<file path="config.mk">
export PLATFORM = sky130hd
export DESIGN_NAME = mem_port_arbiter
export DESIGN_NICKNAME = d
export VERILOG_FILES = /design/src/rtl/mem_port_arbiter_pkg.sv /design/src/rtl/mem_port_arbiter_resp_owner_pipe.sv /design/src/rtl/mem_port_arbiter.sv
export SDC_FILE = /design/constraint.sdc
export NUM_CORES = 1
export LEC_CHECK = 0
export CAP_MARGIN = 10
export CORE_AREA = 2 2 105 107
export CTS_CLUSTER_DIAMETER = 50
export DETAILED_ROUTE_END_ITERATION = 8
export DIE_AREA = 0 0 107 109
export GPL_ROUTABILITY_DRIVEN = 0
export PLACE_DENSITY = 0.57
export SLEW_MARGIN = 5
export SYNTH_ARGS = -nofsm -noshare
export SYNTH_HDL_FRONTEND = slang
export SYNTH_SLANG_ARGS = --single-unit
</file>
<file path="constraint.sdc">
create_clock -name clk -period 2.1 [get_ports clk]
set_input_delay 0.21 -clock clk [delete_from_list [all_inputs] [get_ports clk]]
set_output_delay 0.21 -clock clk [all_outputs]
set_load 0.02 [all_outputs]
</file>
<file path="src/rtl/mem_port_arbiter_pkg.sv">
// rtl/mem_port_arbiter_pkg.sv - shared owner tags and size encodings for the memory port arbiter
package mem_port_arbiter_pkg;
  localparam logic       OWNER_I       = 1'b0;
  localparam logic       OWNER_D       = 1'b1;
  localparam logic [1:0] MEM_SIZE_WORD = 2'b10;
endpackage

</file>
<file path="src/rtl/mem_port_arbiter_resp_owner_pipe.sv">
// rtl/mem_port_arbiter_resp_owner_pipe.sv - valid/owner shift register tracking in-flight reads
module mem_port_arbiter_resp_owner_pipe
  import mem_port_arbiter_pkg::*;
#(
  parameter int RD_LAT = 1
) (
  input  logic clk,
  input  logic reset,
  input  logic push,
  input  logic push_owner,
  input  logic flush_i,
  output logic out_valid,
  output logic out_owner
);

  logic [RD_LAT-1:0] valid_q;
  logic [RD_LAT-1:0] owner_q;

  // Stage 0 is never flushed so a fetch accepted in the flush cycle survives;
  // the last stage shifts out on its own, so only inner transfers are gated.
  always_ff @(posedge clk) begin
    if (reset) begin
      valid_q <= '0;
      owner_q <= '0;
    end else begin
      valid_q[0] <= push;
      owner_q[0] <= push_owner;
      for (int k = 1; k < RD_LAT; k++) begin
        valid_q[k] <= valid_q[k-1] && !(flush_i && owner_q[k-1] == OWNER_I);
        owner_q[k] <= owner_q[k-1];
      end
    end
  end

  assign out_valid = valid_q[RD_LAT-1];
  assign out_owner = owner_q[RD_LAT-1];

endmodule

</file>
<file path="src/rtl/mem_port_arbiter.sv">
// rtl/mem_port_arbiter.sv - shares one synchronous memory port between fetch (I) and load/store (D)
module mem_port_arbiter
  import mem_port_arbiter_pkg::*;
#(
  parameter int ADDR_W   = 32,
  parameter int DATA_W   = 32,
  parameter int RD_LAT   = 1,
  parameter int MAX_WAIT = 4
) (
  input  logic              clk,
  input  logic              reset,
  input  logic              i_req,
  input  logic [ADDR_W-1:0] i_addr,
  output logic              i_gnt,
  output logic              i_rvalid,
  output logic [DATA_W-1:0] i_rdata,
  input  logic              i_flush,
  input  logic              d_req,
  input  logic              d_we,
  input  logic [ADDR_W-1:0] d_addr,
  input  logic [DATA_W-1:0] d_wdata,
  input  logic [1:0]        d_size,
  output logic              d_gnt,
  output logic              d_rvalid,
  output logic [DATA_W-1:0] d_rdata,
  output logic              mem_en,
  output logic              mem_we,
  output logic [ADDR_W-1:0] mem_addr,
  output logic [DATA_W-1:0] mem_wdata,
  output logic [1:0]        mem_size,
  input  logic [DATA_W-1:0] mem_rdata
);

  localparam logic [3:0] MAX_CNT = 4'(MAX_WAIT);

  logic [3:0] starve_cnt;
  logic       i_pri;
  logic       push;
  logic       push_owner;
  logic       pipe_valid;
  logic       pipe_owner;

  assign i_pri = (starve_cnt == MAX_CNT);

  // Data side wins contention unless fetch has been starved for MAX_WAIT cycles.
  always_comb begin
    d_gnt     = !reset && d_req && !(i_req && i_pri);
    i_gnt     = !reset && i_req && !(d_req && !i_pri);
    mem_en    = d_gnt || i_gnt;
    mem_we    = 1'b0;
    mem_addr  = '0;
    mem_wdata = '0;
    mem_size  = 2'b00;
    if (d_gnt) begin
      mem_we    = d_we;
      mem_addr  = d_addr;
      mem_wdata = d_wdata;
      mem_size  = d_size;
    end else if (i_gnt) begin
      mem_addr  = i_addr;
      mem_size  = MEM_SIZE_WORD;
    end
  end

  always_ff @(posedge clk) begin
    if (reset) begin
      starve_cnt <= '0;
    end else if (i_req && i_gnt) begin
      starve_cnt <= '0;
    end else if (i_req && !i_pri) begin
      starve_cnt <= starve_cnt + 4'd1;
    end
  end

  assign push       = i_gnt || (d_gnt && !d_we);
  assign push_owner = d_gnt ? OWNER_D : OWNER_I;

  mem_port_arbiter_resp_owner_pipe #(
    .RD_LAT(RD_LAT)
  ) u_pipe (
    .clk       (clk),
    .reset     (reset),
    .push      (push),
    .push_owner(push_owner),
    .flush_i   (i_flush),
    .out_valid (pipe_valid),
    .out_owner (pipe_owner)
  );

  // Responses are gated during reset so a read accepted just before reset never surfaces.
  assign i_rvalid = !reset && !i_flush && pipe_valid && (pipe_owner == OWNER_I);
  assign d_rvalid = !reset && pipe_valid && (pipe_owner == OWNER_D);
  assign i_rdata  = mem_rdata;
  assign d_rdata  = mem_rdata;

endmodule

</file>
A small window of the routed layout:
Region (68, 69) to (93, 94) um. Cells in grey, sequential cells in the stronger grey; small squares are vias.
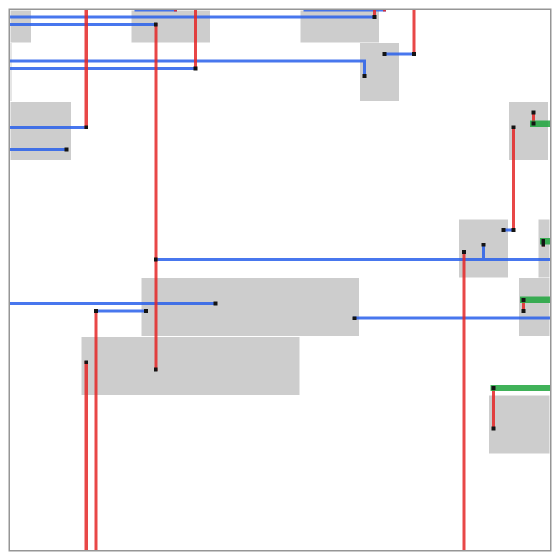
layer	colour
metal 3	green
metal 1	blue
metal 2	red
sequential cells in the window	0
cells with their middle in the window	10
most frequent	clkdlybuf4s50_1 (4), buf_16 (2), buf_2 (2)

Met1 routing:
Scale: 2 px per um.
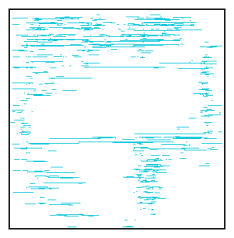
wire length on this layer	2,400 um
longest straight run	47.1 um
met1 Track Usage GR: 11.2%
count of vias placed by the detailed router: 1,669
total length of routed wires: 6.56 mm

==> impl_metrics.toml <==
# implementation run metrics
[finish]
area.share.combinational_pct = 26.1
final_layout_top_logic_cell = "sky130_fd_sc_hd__clkdlybuf4s50_1"
layout.cell_area.non_filler_um2 = 2840
num-fill-cells = 1160
non_clock_buffer_area_share_pct = 61.4
layout.area.top_class = "buffers"
ff_count = 6
sh_seq_area_pct = 4.23
inverters_non_clock = 5
antenna_cells = 0
buffers_excl_clock = 192
area_growth_syn_to_layout_pct = 95.6
mostFrequentLayoutCells = "104 x sky130_fd_sc_hd__clkdlybuf4s50_1, 34 x sky130_fd_sc_hd__and2_1, 25 x sky130_fd_sc_hd__a22o_1, 25 x sky130_fd_sc_hd__dlygate4sd2_1, 24 x sky130_fd_sc_hd__buf_2"
seqCellArea_um2 = 120
nMultiInputCombCells = 93

[placement]
dp_worst_setup_slack_ps = -258
dp.cells = 432
placed_cell_area_um2 = 2920
post-dp-hpwl_mm = 5.30
place.port_buffers = 175

[grt]
grt_max_degree = 29
global_route.overflow_total = 0

[run_status]
outcome = "finished, final reports clean"

[clock_tree]
clock_sink_count = 6
cts_setup_buffers = 1
cts.htree.levels = 1
cts.clk_slew.worst_paths_ps = 40
ctsLongestPathBuffers = 2
cts_tree = "done"
clk_root_buffer_cell = "sky130_fd_sc_hd__clkbuf_8"
clk-insertion-delay-late_ps = 220

[worst_hold_path]
worstHoldEndpoint = "i_rdata[0]"
hold_path.startpoint = "mem_rdata[0]"
min_path_type = "in -> out"
hold_critical_path_depth = 0

[sta]
hold_ws_ps = 420
finalMaxSlewViolations = 0
fmax_mhz = 494
clock_tree_skew_after_final_layout_ps = 3.03
fin_ws_ps = 76.3
slew-limit-headroom_pct = 83.1
finalSetupViolations = 0
setup-tns-final_ps = 0
setup_repair_after_global_routing_missed_its_margin = "no"

[logic_synthesis]
synthesis.yosys.warnings = 0
post_synthesis_cell_count_from_yosys = 181
yosysUniqueCellTypes = 26
post_synth_seq_share_pct = 8.28
synth.most_common_cell = "sky130_fd_sc_hd__buf_4"
synth_area_um2 = 1450
top_area_share_pct = 33.1
post_synth.cell_area_avg_um2 = 8.02
synthDominantAreaCellType = "sky130_fd_sc_hd__buf_4"
edf_count = 0

[power]
power_leakage_nw = 1.33
cellPowerDensity_nw_per_um2 = 283
power_mw = 0.804

[floorplan]
coreArea_um2 = 10600
die_w_um = 107
core_util_floorplan_pct = 13.7
design.portCount = 272
die_height_um = 109
taps = 140

[setup_path]
worstSetupStartpointType = "flip-flop"
timing.critical_path.arrival_ps = 1810
critical_path.endpoint_type = "primary output"
r2r.worst_path.cells = 6
reg2reg_to = "u_pipe.out_valid"
setup.reg_to_reg.worst_slack_ps = 720
worst-endpoint-required_ps = 1890
r2r-start = "starve_cnt[1]"

[detailed_routing]
routed_length_per_placed_instance_um = 14.9
final_antenna_violating_net_count = 0
drt-pass1-iter-count = 4
first_iter_violations = 57

[job]
tool_warnings = 28
max-cap-violations = 0
[logic make-up (layout without fill, tap and decap cells)]
logic type                 count (synthesis)  count (layout)  share of synthesized area [%]
adders and majority gates                  2               2                           1.72
buffers and inverters                     82             200                           42.1
DFF                                        6               6                           8.28
and+or+nand+nor                           47              47                           21.3
AOI/OAI and AO/OA                         44              44                           26.6
[power by group]
part | switching [mW] | total [mW] | internal (mW)
sequential | 0.00192 | 0.121 | 0.119
combinational | 0.212 | 0.513 | 0.302
clock | 0.0475 | 0.170 | 0.123
[registers in the layout, indices dropped and copies added (netlist names)]
| register | count |
|---|---|
| starve_cnt | 4 |
| u_pipe.out_owner | 1 |
| u_pipe.out_valid | 1 |
[worst max path at each step]
| stage | startpoint | to | slack (ps) | depth (start not counted) |
|---|---|---|---|---|
| 6_report | starve_cnt[1] | mem_addr[18] | 80 | 7 |
| 3_5_place_dp | i_req | mem_addr[5] | -260 | 6 |
| 4_1_cts | starve_cnt[1] | mem_addr[5] | -50 | 7 |
| 5_1_grt | starve_cnt[0] | mem_wdata[10] | 10 | 7 |
| 2_1_floorplan | starve_cnt[0] | mem_addr[10] | 370 | 6 |
| 3_3_place_gp | i_req | mem_addr[5] | -270 | 6 |
[worst max-delay path: stages (launching register included)]
cell                              delay [ps]
sky130_fd_sc_hd__dfxtp_1                 310
sky130_fd_sc_hd__inv_2                    70
sky130_fd_sc_hd__ha_4                    140
sky130_fd_sc_hd__nand3b_4                100
sky130_fd_sc_hd__o211a_4                 300
sky130_fd_sc_hd__buf_12                  170
sky130_fd_sc_hd__a22o_1                  240
sky130_fd_sc_hd__clkdlybuf4s15_2         250
[metal layers]
metal	track usage [%]	routed length, um
met1	11.2	2400
met2	17.6	3200
met3	3.11	709
met4	5.01	250
met5	0	0
